## src/rtl/signal_pkg.sv

```systemverilog
// Shared light codes, scheduler states and approach indices for the
// actuated signal scheduler.
package signal_pkg;

  localparam logic [1:0] RED    = 2'b00;
  localparam logic [1:0] YELLOW = 2'b01;
  localparam logic [1:0] GREEN  = 2'b10;

  typedef enum logic [1:0] {
    DIR_N = 2'd0,
    DIR_E = 2'd1,
    DIR_S = 2'd2,
    DIR_W = 2'd3
  } dir_e;

  typedef enum logic [1:0] {
    ST_ALLRED = 2'd0,
    ST_IDLE   = 2'd1,
    ST_GREEN  = 2'd2,
    ST_YELLOW = 2'd3
  } state_e;

  // Lane packing is {N, E, S, W} from the top, so approach i sits at bits [7-2i:6-2i].
  function automatic logic [7:0] light_decode(state_e st, logic [1:0] dir);
    logic [1:0] code;
    logic [7:0] lanes;
    case (st)
      ST_GREEN:  code = GREEN;
      ST_YELLOW: code = YELLOW;
      default:   code = RED;
    endcase
    lanes = 8'h00;
    for (int i = 0; i < 4; i++) begin
      lanes[6-2*i +: 2] = (2'(i) == dir) ? code : RED;
    end
    return lanes;
  endfunction

endpackage

```

## src/rtl/actuated_signal_scheduler_if.sv

```systemverilog
// Detector/preempt inputs and light outputs of the scheduler, bundled as one bus.
interface actuated_signal_scheduler_if;
  import signal_pkg::*;

  logic [3:0] req;
  logic       emg_valid;
  logic [1:0] emg_dir;
  logic [7:0] lights;
  logic [1:0] active_dir;
  logic       busy;

  modport master (
    output req, emg_valid, emg_dir,
    input  lights, active_dir, busy
  );

  modport slave (
    input  req, emg_valid, emg_dir,
    output lights, active_dir, busy
  );

endinterface

```

## src/rtl/sig_tick_gen.sv

```systemverilog
// Timing-tick divider: counts 0..TICK_DIV-1, pulses tick on the wrap, and
// restarts from zero whenever clr is asserted.
module sig_tick_gen #(
  parameter int TICK_DIV = 50_000_000
) (
  input  logic clk,
  input  logic reset,
  input  logic clr,
  output logic tick
);

  localparam int CW = (TICK_DIV > 1) ? $clog2(TICK_DIV) : 1;
  localparam logic [CW-1:0] LAST = CW'(TICK_DIV - 1);

  logic [CW-1:0] cnt_q;
  logic [CW-1:0] cnt_d;

  assign tick = (cnt_q == LAST);

  always_comb begin
    cnt_d = cnt_q;
    if (clr || tick) begin
      cnt_d = '0;
    end else begin
      cnt_d = cnt_q + CW'(1);
    end
  end

  always_ff @(posedge clk or posedge reset) begin
    if (reset) begin
      cnt_q <= '0;
    end else begin
      cnt_q <= cnt_d;
    end
  end

endmodule

```

## src/rtl/actuated_signal_scheduler.sv

```systemverilog
// Demand-actuated four-approach scheduler: round-robin green allocation with
// min/max green, yellow and all-red clearance, and emergency preempt.
module actuated_signal_scheduler
  import signal_pkg::*;
#(
  parameter int TICK_DIV  = 50_000_000,
  parameter int MIN_GREEN = 5,
  parameter int MAX_GREEN = 15,
  parameter int YELLOW_T  = 1,
  parameter int ALLRED_T  = 1
) (
  input  logic                        clk,
  input  logic                        reset,
  actuated_signal_scheduler_if.slave  bus
);

  localparam int EW = $clog2(MAX_GREEN + 1);
  localparam logic [EW-1:0] MIN_E = EW'(MIN_GREEN);
  localparam logic [EW-1:0] MAX_E = EW'(MAX_GREEN);
  localparam logic [EW-1:0] YEL_E = EW'(YELLOW_T);
  localparam logic [EW-1:0] AR_E  = EW'(ALLRED_T);

  // First set request strictly after `last`, wrapping; `last` itself is checked last.
  function automatic logic [1:0] rr_pick(logic [3:0] r, logic [1:0] last);
    logic [1:0] sel;
    logic [1:0] idx;
    logic       found;
    sel   = last;
    found = 1'b0;
    for (int i = 1; i <= 4; i++) begin
      idx   = last + 2'(i);
      sel   = (!found && r[idx]) ? idx : sel;
      found = found | r[idx];
    end
    return sel;
  endfunction

  state_e        state_q, state_d;
  logic [1:0]    dir_q, dir_d;
  logic [EW-1:0] elapsed_q, elapsed_d;
  logic [7:0]    lights_q, lights_d;
  logic          busy_q, busy_d;

  logic          tick;
  logic          state_chg;
  logic [EW-1:0] el_eff;
  logic [1:0]    pick;
  logic          any_dem;
  logic [3:0]    others;
  logic          emg_conflict;

  sig_tick_gen #(.TICK_DIV(TICK_DIV)) u_tick (
    .clk   (clk),
    .reset (reset),
    .clr   (state_chg),
    .tick  (tick)
  );

  // Phase decisions use the count including this cycle's tick, so an N-tick
  // phase exits on the same edge its Nth tick lands.
  always_comb begin
    state_d      = state_q;
    dir_d        = dir_q;
    el_eff       = (tick && (elapsed_q != MAX_E)) ? elapsed_q + EW'(1) : elapsed_q;
    pick         = bus.emg_valid ? bus.emg_dir : rr_pick(bus.req, dir_q);
    any_dem      = (bus.req != 4'b0000) || bus.emg_valid;
    emg_conflict = bus.emg_valid && (bus.emg_dir != dir_q);
    others       = bus.req & ~(4'b0001 << dir_q);

    case (state_q)
      ST_ALLRED: begin
        if (el_eff == AR_E) begin
          if (any_dem) begin
            state_d = ST_GREEN;
            dir_d   = pick;
          end else begin
            state_d = ST_IDLE;
          end
        end else begin
          state_d = ST_ALLRED;
        end
      end
      ST_IDLE: begin
        if (any_dem) begin
          state_d = ST_GREEN;
          dir_d   = pick;
        end else begin
          state_d = ST_IDLE;
        end
      end
      ST_GREEN: begin
        if (emg_conflict) begin
          state_d = ST_YELLOW;
        end else if (bus.emg_valid) begin
          state_d = ST_GREEN;
        end else if ((others != 4'b0000) && (el_eff >= MIN_E) &&
                     (!bus.req[dir_q] || (el_eff == MAX_E))) begin
          state_d = ST_YELLOW;
        end else begin
          state_d = ST_GREEN;
        end
      end
      ST_YELLOW: begin
        if (el_eff == YEL_E) begin
          state_d = ST_ALLRED;
        end else begin
          state_d = ST_YELLOW;
        end
      end
      default: begin
        state_d = ST_ALLRED;
      end
    endcase

    state_chg = (state_d != state_q);
    elapsed_d = state_chg ? '0 : el_eff;
    lights_d  = light_decode(state_d, dir_d);
    busy_d    = (state_d == ST_GREEN) || (state_d == ST_YELLOW);
  end

  // Lights and busy are registered from the next state so they change on the
  // same edge as the phase itself and clear asynchronously on reset.
  always_ff @(posedge clk or posedge reset) begin
    if (reset) begin
      state_q   <= ST_ALLRED;
      dir_q     <= DIR_W;
      elapsed_q <= '0;
      lights_q  <= 8'h00;
      busy_q    <= 1'b0;
    end else begin
      state_q   <= state_d;
      dir_q     <= dir_d;
      elapsed_q <= elapsed_d;
      lights_q  <= lights_d;
      busy_q    <= busy_d;
    end
  end

  assign bus.lights     = lights_q;
  assign bus.active_dir = dir_q;
  assign bus.busy       = busy_q;

endmodule

```

## src/flat_wrapper.sv

```systemverilog
// flat-port wrapper written by rule: the top's interface ports become plain ports
module actuated_signal_scheduler_flat import signal_pkg::*;
#(
  parameter int TICK_DIV  = 50_000_000,
  parameter int MIN_GREEN = 5,
  parameter int MAX_GREEN = 15,
  parameter int YELLOW_T  = 1,
  parameter int ALLRED_T  = 1
)
  (clk, reset, bus_req, bus_emg_valid, bus_emg_dir, bus_lights, bus_active_dir, bus_busy);
  actuated_signal_scheduler_if bus_i ();
  input  logic clk;
  input  logic reset;
  input wire logic [$bits(bus_i.req)-1:0] bus_req;
  input wire logic [$bits(bus_i.emg_valid)-1:0] bus_emg_valid;
  input wire logic [$bits(bus_i.emg_dir)-1:0] bus_emg_dir;
  output wire logic [$bits(bus_i.lights)-1:0] bus_lights;
  output wire logic [$bits(bus_i.active_dir)-1:0] bus_active_dir;
  output wire logic [$bits(bus_i.busy)-1:0] bus_busy;
  assign bus_i.req = bus_req;
  assign bus_i.emg_valid = bus_emg_valid;
  assign bus_i.emg_dir = bus_emg_dir;
  assign bus_lights = bus_i.lights;
  assign bus_active_dir = bus_i.active_dir;
  assign bus_busy = bus_i.busy;
  actuated_signal_scheduler #(.TICK_DIV(TICK_DIV), .MIN_GREEN(MIN_GREEN), .MAX_GREEN(MAX_GREEN), .YELLOW_T(YELLOW_T), .ALLRED_T(ALLRED_T)) u_core (.clk(clk), .reset(reset), .bus(bus_i));
endmodule
```

## config.mk

```make
export PLATFORM = sky130hd
export DESIGN_NAME = actuated_signal_scheduler_flat
export DESIGN_NICKNAME = d
export VERILOG_FILES = /design/src/rtl/signal_pkg.sv /design/src/rtl/actuated_signal_scheduler_if.sv /design/src/rtl/sig_tick_gen.sv /design/src/rtl/actuated_signal_scheduler.sv /design/src/flat_wrapper.sv
export SDC_FILE = /design/constraint.sdc
export NUM_CORES = 1
export LEC_CHECK = 0
export ABC_AREA = 1
export CELL_PAD_IN_SITES_DETAIL_PLACEMENT = 1
export CELL_PAD_IN_SITES_GLOBAL_PLACEMENT = 2
export CORE_MARGIN = 3
export CORE_UTILIZATION = 27
export DETAILED_ROUTE_END_ITERATION = 7
export GPL_TIMING_DRIVEN = 1
export HOLD_SLACK_MARGIN = 0.1
export PLACE_DENSITY = 0.74
export SLEW_MARGIN = 40
export SYNTH_ARGS = -nofsm -noshare
export SYNTH_HDL_FRONTEND = slang
export SYNTH_SLANG_ARGS = --single-unit
```

## constraint.sdc

```tcl
create_clock -name clk -period 2.4 [get_ports clk]
set_clock_uncertainty 0.2 [all_clocks]
set_input_delay 0.48 -clock clk [delete_from_list [all_inputs] [get_ports clk]]
set_output_delay 0.48 -clock clk [all_outputs]
set_load 0.05 [all_outputs]
```

==> out/metrics.cfg, run 1 <==
[setup_path]
cp_max_fo = 7
critPathKind = register to register
cp_cell_sequence = ha_2 -> nand3_4 -> inv_4 -> nand2_8 -> nor2_8 -> nand4_1 -> nand2_2 -> nand4_4 -> nor3_4 -> nor2_4 -> a21oi_4 -> nand3_4 -> buf_12 -> nor2_1
cp_slowest_cell = dfrtp_1
max_stage_delay_ns = 0.36
end_kind = register
required_ns = 2.43
crit_top_cell = nand3_4
arrival_ns = 2.67
crit_path_start_kind = register

[drt]
wl_met3_microns = 134
via_per_inst = 4.40
dr.pass1.iters = 4
routed_wl_mm = 7.23
drt.antenna.violating_nets = 0
post_drt_wl_per_cell_microns = 12.7
met1_length_mm = 3.45
drcViolationCount = 0
highest_layer = met4
wl_met2_mm = 3.59
via_count = 2506
drtIter0Drc = 66

[placement]
hpwl_mm = 5.52
io_buffer_count = 19
place.gp.congestion = 0.749
place_area_sq_um = 3670

[synth]
synthDominantCellAreaShare = 0.375
top_area_cell = dfrtp_1
synthAdderAreaFrac = 0.0274
edf_count = 0
floorplan.nets = 347
avgSynthCellArea_sq_um = 8.24
synth-xor-area-share = 0.0576
synth_cells = 332
synth_dominant_cell_count = nand2_1
ys_seq_share = 0.394
common_cells = 73 x nand2_1, 43 x inv_1, 41 x dfrtp_1, 35 x nor2_1, 22 x nor2_4
syn_area_sq_um = 2740
top_cells_by_area = dfrtp_1 37%, nand2_1 10%, nor2_4 9.1%, inv_1 5.9%, nor2_1 4.8%
synth_cell_types = 38
top_logic_kind = simple AND/OR/NAND/NOR gates
ys_sh_simple = 0.381
ys_cells = 332
ys_warn_count = 0
mux_share = 0
ys.flops = 43
ys_area_sq_um = 2740
ys.flop_type = dfrtp_1
ys_sh_aoi = 0.0544
async_reset_ff_frac = 1.00

[pwr]
power.leakage_uw = 0.00180
p_per_area_nw_per_um2 = 748
comb_cell_power_uw = 1460
peakVddDrop_mv = 0.587
swShare = 0.407
power.group.top = combinational logic
seq_power_uw = 952
combPwrFrac = 0.488
intPower_uw = 1770
power.share.clock = 0.194
p_clk_uw = 580
power_frac_seq = 0.318
p_sw_uw = 1220

[status]
status = finished with violations
violations = negative setup slack

[final_layout]
largest_register = u_core.u_tick.cnt_q
largest_class = multi-input combinational cells
drive_above_1_share = 0.384
n_all_buffers = 98
logic_area_sq_um = 1600
seq_cell_count = 43
regArea_sq_um = 1080
design_area_sq_um = 4000
nMultiInputCombCells = 238
largest_register_ffs = 26
mostFrequentLayoutCells = 75 x buf_4, 63 x nand2_1, 41 x dfrtp_1
final_common_cell = buf_4
comb_share = 0.400
syn2layout_area_growth_pct = 46.1
inv_count = 50
bufAreaShareNonClock = 0.211
nets = 451
antenna_cells = 0
nClkBuffers = 6
nFillCells = 1225
seq_share = 0.271
clock_area_frac = 0.0275

[job]
cap_violations = 0
warnings = 32

[global_route]
grt_overflow = 0
grt_pass1_wl_mm = 12.8
met1_usage = 0.186
busiest_layer = met2
use_met2 = 0.230
grt_max_degree = 44
first_global_vias = 2708
grt.total_usage = 0.137
antenna_found_initial = 0

[timing]
fin_crit_sh = 1.10
worst_pin_slew_ns = 0.527
final_hold_viol_count = 0
holdWs_ns = 0.316
rsz0062_at_grt = yes
fin_ws_ns = -0.240
setup_viol = 39
final_max_slew_viol_count = 0
slew-limit-headroom = 0.648
fmax_ghz = 0.379
finalCriticalPeriod_ns = 2.64

[floorplan]
fp_util = 0.279
ios = 20
die_w_microns = 107
fp.dieH_microns = 107
rows = 36
coreArea_sq_um = 9820
die_area_sq_um = 11400
nWellTaps = 133

[clock_network]
cts_max_level = 2
cts_made_buffers = 5
path_clk_slew_ns = 0.09
cts_tree = built
ctsHoldBuffers = 0
clockRootBuffer = clkbuf_8
clock_path_buffers = 2

[min_path]
min-delay-path-class = primary input to asynchronous set/reset pin

==> run 1: stage by stage <==
| stage | setup slack (ns) | total power [uW] | setup TNS [ns] | util | std cells |
|---|---|---|---|---|---|
| finish | -0.240 | 2990 | -7.32 | 0.407 | 570 |
| global route | -0.425 | 3240 | -14.89 | 0.407 | 570 |
| CTS | -0.206 | 2960 | -6.36 | 0.394 | 564 |
| detailed placement | -0.364 | 2330 | -9.63 | 0.374 | 549 |
| floorplan | -0.0143 | 1850 | -0.279 | - | 332 |
| global placement | -0.257 | 2300 | -7.15 | 0.374 | 549 |
==> run 1: critical path, delay by kind of cell, from the launching register on <==
| kind | cells | cell delay (ns) |
|---|---|---|
| AND-OR/OR-AND | 1 | 0.17 |
| adder cells (fa/ha/maj) | 1 | 0.21 |
| buffers and inverters | 2 | 0.29 |
| flip-flops | 1 | 0.36 |
| AND/OR/NAND/NOR | 10 | 1.34 |
==> run 1: final timing paths <==
kind	startpoint	end	slack, ns	depth (start not counted)
max in group asynchronous	reset	u_core.bus.active_dir[0]$_DFF_PP1_	1.43	3
min reg2reg	u_core.u_tick.cnt_q[0]$_DFF_PP0_	u_core.u_tick.cnt_q[0]$_DFF_PP0_	0.36	2
max	u_core.u_tick.cnt_q[1]$_DFF_PP0_	u_core.u_tick.cnt_q[3]$_DFF_PP0_	-0.24	14
min	reset	u_core.bus.lights[7]$_DFF_PP0_	0.32	3
min in group clk	u_core.u_tick.cnt_q[0]$_DFF_PP0_	u_core.u_tick.cnt_q[0]$_DFF_PP0_	0.36	2
max reg2reg	u_core.u_tick.cnt_q[1]$_DFF_PP0_	u_core.u_tick.cnt_q[3]$_DFF_PP0_	-0.24	14
==> run 1: timing repair <==
item,CTS,global route
setup endpoints to repair,38,41
gates resized,9,20
gates cloned,2,0
pin swaps,6,14
setup buffers,5,7
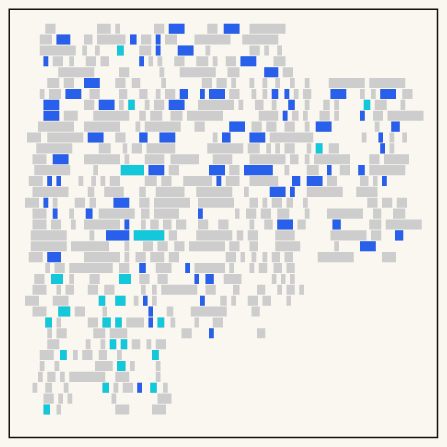
**Above:** run 1 (gate families picked out).
Drawn at 4 px/micron.
family	colour	cells	most used
NOR gates	blue	73	nor2_1
inverting AOI/OAI gates	cyan	23	o21ai_0

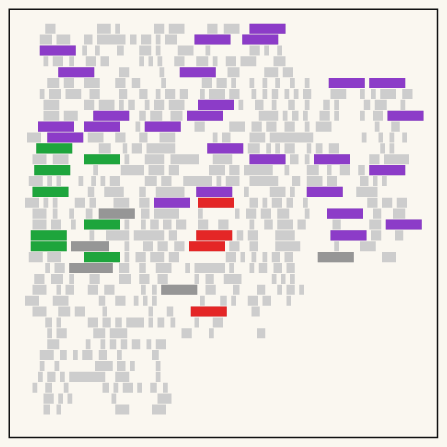
**Above:** run 1 (register map, names as in the netlist).
Drawn at 4 px/micron.
signal	colour	flops
u_core.bus.lights	green	8
u_core.u_tick.cnt_q	purple	26
u_core.elapsed_q	red	4

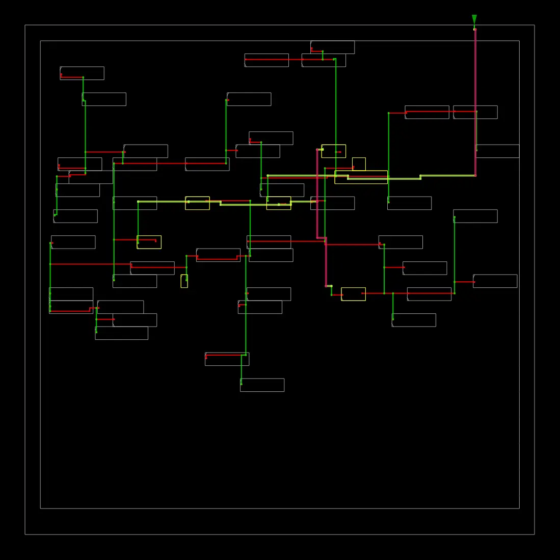
**Above:** run 1 (clock nets).
clk sinks: 43
clk_lat worst skew: 0.30 ns

==> run 2: changes to the inputs <==
--- a/config.mk
+++ b/config.mk
@@ -14,6 +14,7 @@
 export GPL_TIMING_DRIVEN = 1
 export HOLD_SLACK_MARGIN = 0.1
 export PLACE_DENSITY = 0.74
+export RECOVER_POWER = 25
 export SLEW_MARGIN = 40
 export SYNTH_ARGS = -nofsm -noshare
 export SYNTH_HDL_FRONTEND = slang
==> out/metrics.cfg, run 2 <==
[synth]
floorplan.nets = 347  ; unchanged
ys.flops = 43  ; unchanged
synth_dominant_cell_count = nand2_1  ; unchanged
top_area_cell = dfrtp_1  ; unchanged
ys_seq_share = 0.394  ; unchanged
edf_count = 0  ; unchanged
common_cells = 73 x nand2_1, 43 x inv_1, 41 x dfrtp_1, 35 x nor2_1, 22 x nor2_4  ; unchanged
ys_cells = 332  ; unchanged
top_cells_by_area = dfrtp_1 37%, nand2_1 10%, nor2_4 9.1%, inv_1 5.9%, nor2_1 4.8%  ; unchanged
synth_cells = 332  ; unchanged
ys.flop_type = dfrtp_1  ; unchanged

[placement]
place.gp.congestion = 0.749  ; unchanged
io_buffer_count = 19  ; unchanged
post-place-ws_ns = -0.364  ; unchanged

[timing]
worst_pin_slew_ns = 1.09  ; was 0.527 ns
final_hold_viol_count = 0  ; unchanged
setup_viol = 39  ; unchanged
fin_crit_sh = 1.10  ; about the same
slew-limit-headroom = 0.274  ; was 0.648
final_max_slew_viol_count = 0  ; unchanged
rsz0062_at_grt = yes  ; unchanged
fmax_ghz = 0.379  ; about the same
fin_ws_ns = -0.240  ; about the same

[final_layout]
largest_register = u_core.u_tick.cnt_q  ; unchanged
final_common_cell = buf_4  ; unchanged
antenna_cells = 0  ; unchanged
largest_register_ffs = 26  ; unchanged
final_util = 0.406  ; was 0.407
drive_above_1_share = 0.384  ; unchanged

[pwr]
power.group.top = combinational logic  ; unchanged
combPwrFrac = 0.487  ; was 0.488
p_clk_uw = 580  ; about the same
intPower_uw = 1770  ; about the same
p_sw_uw = 1220  ; about the same
power.share.clock = 0.194  ; about the same
power.leakage_uw = 0.00180  ; about the same
seq_power_uw = 952  ; about the same
comb_cell_power_uw = 1450  ; was 1460 uW
p_total_uw = 2990  ; about the same

[floorplan]
fp.dieH_microns = 107  ; unchanged
die_area_sq_um = 11400  ; unchanged
rows = 36  ; unchanged
fp_util = 0.279  ; unchanged

[setup_path]
critPathKind = register to register  ; unchanged
required_ns = 2.43  ; about the same
end_kind = register  ; unchanged
arrival_ns = 2.67  ; about the same
cp.buffers_inverters = 2  ; unchanged
path_delay_family = simple AND/OR/NAND/NOR gates  ; unchanged
crit_path_start_kind = register  ; unchanged
cp_max_fo = 7  ; unchanged

[status]
violations = negative setup slack  ; unchanged
status = finished with violations  ; unchanged

[clock_network]
clock_path_buffers = 2  ; unchanged
cts_tree = built  ; unchanged
cts.repair.resized = 9  ; unchanged
post-cts-setup-buffers = 5  ; unchanged
insertion_delay_ns = 0.30  ; about the same
clockRootBuffer = clkbuf_8  ; unchanged
cts_max_level = 2  ; unchanged

[drt]
drcViolationCount = 0  ; unchanged
via_per_inst = 4.39  ; was 4.40
drtIter0Drc = 66  ; unchanged

[min_path]
hold-path-cell-count = 2
min-delay-path-class = register to register  ; was primary input to asynchronous set/reset pin

[global_route]
grt.total_usage = 0.137  ; unchanged
grt_overflow = 0  ; unchanged
grt_pass1_wl_mm = 12.8  ; unchanged
antenna_found_initial = 0  ; unchanged

[job]
cap_violations = 0  ; unchanged
warnings = 32  ; unchanged

[run 2: cell counts after synthesis]
Identical to the previous run, type by type.
[run 2: layer usage]
| metal | vias to the layer above | wire [microns] | global-route usage |
|---|---|---|---|
| li1 | 1258 | - | - |
| met1 | 1221 | 3450 | 0.186 |
| met2 | 21 | 3580 | 0.230 |
| met3 | 5 | 134 | 0.0241 |
| met4 | 0 | 61 | 0.0274 |
| met5 | - | 0 | 0 |
[run 2: cell type report]
class                   count  area [sq um]
clock buffers               6          72.6
clock inverters             2          37.5
fillers                  1227          5840
inverters                  50           195
multi-input cells         238          1600
flip-flops and latches     43          1080
well taps                 133           166
repair buffers             98           830
[run 2: cells by family after synthesis]
group / synth area share
compound gates: 0.0544
xor+xnor: 0.0576
fa+ha+maj: 0.0274
buf+inv: 0.0850
flops: 0.394
simple gates: 0.381
[run 2: path summary, 6_finish.rpt]
check                                                      start                          endpoint  slack (ns)
max in group asynchronous                                  reset         u_core.bus.busy$_DFF_PP0_        0.57
worst max register to register  u_core.u_tick.cnt_q[1]$_DFF_PP0_  u_core.u_tick.cnt_q[3]$_DFF_PP0_       -0.24
worst max-delay path            u_core.u_tick.cnt_q[1]$_DFF_PP0_  u_core.u_tick.cnt_q[3]$_DFF_PP0_       -0.24
min in group asynchronous                                  reset    u_core.bus.lights[7]$_DFF_PP0_        0.76
worst min register to register  u_core.u_tick.cnt_q[0]$_DFF_PP0_  u_core.u_tick.cnt_q[0]$_DFF_PP0_        0.36
worst min-delay path            u_core.u_tick.cnt_q[0]$_DFF_PP0_  u_core.u_tick.cnt_q[0]$_DFF_PP0_        0.36
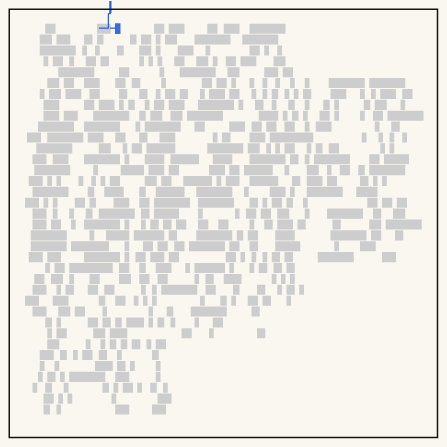
**Above:** run 2 (port wiring).
Drawn at 4 px/micron.
port	colour	bits	direction	edge	end cells	buffers	wire
reset	blue	1	input	top	1	1	8.40 microns

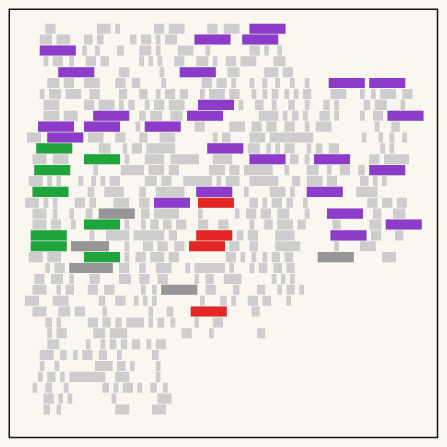
**Above:** run 2 (register map, names as in the netlist).
Drawn at 4 px/micron.
signal	colour	flops
u_core.bus.lights	green	8
u_core.elapsed_q	red	4
u_core.u_tick.cnt_q	purple	26
not coloured	5

==> run 3: changes to the inputs <==
--- a/config.mk
+++ b/config.mk
@@ -6,6 +6,7 @@
 export NUM_CORES = 1
 export LEC_CHECK = 0
 export ABC_AREA = 1
+export CAP_MARGIN = 20
 export CELL_PAD_IN_SITES_DETAIL_PLACEMENT = 1
 export CELL_PAD_IN_SITES_GLOBAL_PLACEMENT = 2
 export CORE_MARGIN = 3
==> out/metrics.cfg, run 3 <==
[final_layout]
syn2layout_area_growth_pct = 45.6  ; unchanged
final_common_cell = buf_4  ; unchanged
largest_register = u_core.u_tick.cnt_q  ; unchanged
mostFrequentLayoutCells = 75 x buf_4, 63 x nand2_1, 41 x dfrtp_1  ; unchanged
antenna_cells = 0  ; unchanged
logic_area_sq_um = 1600  ; unchanged
finalNonFillerCells = 570  ; unchanged
drive_above_1_share = 0.384  ; unchanged
final_util = 0.406  ; unchanged
nets = 451  ; unchanged
regArea_sq_um = 1080  ; unchanged
largest_register_ffs = 26  ; unchanged
nFillCells = 1227  ; unchanged

[global_route]
first_global_vias = 2708  ; unchanged
grt.total_usage = 0.137  ; unchanged
grt_pass1_wl_mm = 12.8  ; unchanged
antenna_found_initial = 0  ; unchanged
grt_max_degree = 44  ; unchanged
grt_overflow = 0  ; unchanged
use_met2 = 0.230  ; unchanged
met3_usage = 0.0241  ; unchanged
busiest_layer = met2  ; unchanged
met1_usage = 0.186  ; unchanged

[floorplan]
rows = 36  ; unchanged
ios = 20  ; unchanged
fp.dieH_microns = 107  ; unchanged
coreArea_sq_um = 9820  ; unchanged
die_area_sq_um = 11400  ; unchanged
die_w_microns = 107  ; unchanged
fp_util = 0.279  ; unchanged

[synth]
async_reset_ff_frac = 1.00  ; unchanged
synth_cell_types = 38  ; unchanged
ys.flop_type = dfrtp_1  ; unchanged
synthAdderAreaFrac = 0.0274  ; unchanged
edf_count = 0  ; unchanged
synth_dominant_cell_count = nand2_1  ; unchanged
floorplan.nets = 347  ; unchanged
ys.flops = 43  ; unchanged
ys_seq_share = 0.394  ; unchanged
ys_area_sq_um = 2740  ; unchanged
avgSynthCellArea_sq_um = 8.24  ; unchanged
top_logic_kind = simple AND/OR/NAND/NOR gates  ; unchanged
ys_warn_count = 0  ; unchanged
synth-xor-area-share = 0.0576  ; unchanged
synthDominantCellAreaShare = 0.375  ; unchanged
top_cells_by_area = dfrtp_1 37%, nand2_1 10%, nor2_4 9.1%, inv_1 5.9%, nor2_1 4.8%  ; unchanged
syn_area_sq_um = 2740  ; unchanged
common_cells = 73 x nand2_1, 43 x inv_1, 41 x dfrtp_1, 35 x nor2_1, 22 x nor2_4  ; unchanged
mux_share = 0  ; unchanged
ys_sh_simple = 0.381  ; unchanged
top_area_cell = dfrtp_1  ; unchanged

[drt]
met1_length_mm = 3.45  ; unchanged
post_drt_wl_per_cell_microns = 12.7  ; unchanged
wl_met2_mm = 3.58  ; unchanged
drt.antenna.violating_nets = 0  ; unchanged
routed_wl_mm = 7.23  ; unchanged
drcViolationCount = 0  ; unchanged
highest_layer = met4  ; unchanged
drtIter0Drc = 66  ; unchanged
dr.pass1.iters = 4  ; unchanged
wl_met3_microns = 134  ; unchanged

[clock_network]
path_clk_slew_ns = 0.08  ; about the same
clock-sinks = 43  ; unchanged
cts_tree = built  ; unchanged
cts_made_buffers = 5  ; unchanged
post-cts-setup-buffers = 5  ; unchanged
cts_max_level = 2  ; unchanged
insertion_delay_ns = 0.30  ; about the same
ctsHoldBuffers = 0  ; unchanged
clockRootBuffer = clkbuf_8  ; unchanged
clock_path_buffers = 2  ; unchanged

[setup_path]
critPathKind = register to register  ; unchanged
cp_slowest_cell = dfrtp_1  ; unchanged
r2r-end = u_core.u_tick.cnt_q[3]$_DFF_PP0_  ; unchanged
rr_startpoint = u_core.u_tick.cnt_q[1]$_DFF_PP0_  ; unchanged
end_kind = register  ; unchanged
reg2reg_slack_ns = -0.24  ; about the same
max_stage_delay_ns = 0.36  ; about the same
required_ns = 2.43  ; about the same
arrival_ns = 2.67  ; about the same
path_delay_family = simple AND/OR/NAND/NOR gates  ; unchanged
cp_max_fo = 7  ; unchanged
cp.buffers_inverters = 2  ; unchanged
crit_top_cell = nand3_4  ; unchanged
r2r_cells = 14  ; unchanged

[job]
warnings = 32  ; unchanged
cap_violations = 0  ; unchanged

[pwr]
power_frac_seq = 0.319  ; about the same
power.leakage_uw = 0.00180  ; unchanged
swShare = 0.408  ; unchanged
p_sw_uw = 1220  ; unchanged
combPwrFrac = 0.487  ; about the same
power.share.clock = 0.194  ; about the same
p_per_area_nw_per_um2 = 750  ; unchanged

[min_path]
hold_end = u_core.u_tick.cnt_q[0]$_DFF_PP0_  ; unchanged
min-delay-path-class = register to register  ; unchanged
worstHoldStart = u_core.u_tick.cnt_q[0]$_DFF_PP0_  ; unchanged

[status]
violations = negative setup slack  ; unchanged
status = finished with violations  ; unchanged

[timing]
fin_ws_ns = -0.240  ; unchanged
setup_viol = 39  ; unchanged
final_hold_viol_count = 0  ; unchanged
fmax_ghz = 0.379  ; unchanged
final_max_slew_viol_count = 0  ; unchanged
worst_pin_slew_ns = 1.09  ; unchanged
rsz0062_at_grt = yes  ; unchanged
finalCriticalPeriod_ns = 2.64  ; unchanged
fin_crit_sh = 1.10  ; unchanged

[placement]
post-place-ws_ns = -0.364  ; unchanged
placedCellCount = 549  ; unchanged
io_buffer_count = 19  ; unchanged

run 3: metrics by stage:
stage	setup TNS (ns)	hold slack, ns	total power, uW	cell area (sq um)
CTS	-6.36	0.321	2960	3870
global route	-14.89	0.403	3240	3980
finish	-7.32	0.357	2990	3980
floorplan	-0.279	0.258	1850	2800
global placement	-7.15	0.326	2300	3670
detailed placement	-9.63	0.346	2330	3670
run 3: final cells by class:
cell class | count | share of cell area
well taps | 133 | 0.0418
clock buffers | 6 | 0.0182
flip-flops and latches | 43 | 0.272
multi-input cells | 238 | 0.402
clock inverters | 2 | 0.00942
repair buffers | 98 | 0.208
inverters | 50 | 0.0490
run 3: worst max path at each step:
| stage | startpoint | endpoint | slack, ns | cells past startpoint |
|---|---|---|---|---|
| final | u_core.u_tick.cnt_q[1]$_DFF_PP0_ | u_core.u_tick.cnt_q[3]$_DFF_PP0_ | -0.24 | 14 |
| after detailed placement | bus_req[1] | u_core.bus.lights[3]$_DFF_PP0_ | -0.36 | 13 |
| after CTS | u_core.u_tick.cnt_q[0]$_DFF_PP0_ | u_core.u_tick.cnt_q[3]$_DFF_PP0_ | -0.21 | 14 |
| after global placement | bus_req[1] | u_core.bus.lights[5]$_DFF_PP0_ | -0.26 | 14 |
| after global routing | u_core.u_tick.cnt_q[1]$_DFF_PP0_ | u_core.u_tick.cnt_q[20]$_DFF_PP0_ | -0.42 | 14 |
| after floorplan | u_core.u_tick.cnt_q[0]$_DFF_PP0_ | u_core.u_tick.cnt_q[7]$_DFF_PP0_ | -0.01 | 14 |
run 3: power by group through the flow:
stage	registers, uW	clock network [uW]	logic (uW)
after floorplan	1110	0	738
after global placement	955	0	1340
after detailed placement	956	0	1380
after CTS	946	609	1410
after global routing	974	639	1630
final	952	580	1450
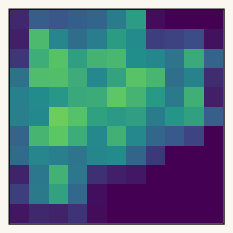
**Above:** run 3 (placement density heat map).
Drawn at 2 px/micron. The die is cut into 11 by 11 equal tiles; dark purple is low, yellow is high, 0 to 100% covered.
fullest tile	77%
tiles over 75% full	0.80%
mean over tiles	34%
nearly empty tiles	19%
emptiest ninth of the die	bottom right

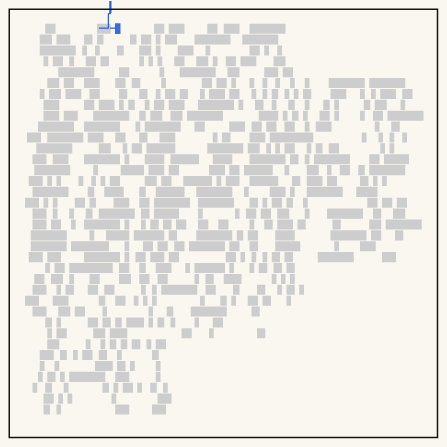
**Above:** run 3 (port wiring).
Drawn at 4 px/micron.
port	colour	bits	direction	edge	end cells	buffers	wire
reset	blue	1	input	top	1	1	8.40 microns

Power is estimated from default activity; no workload was simulated.
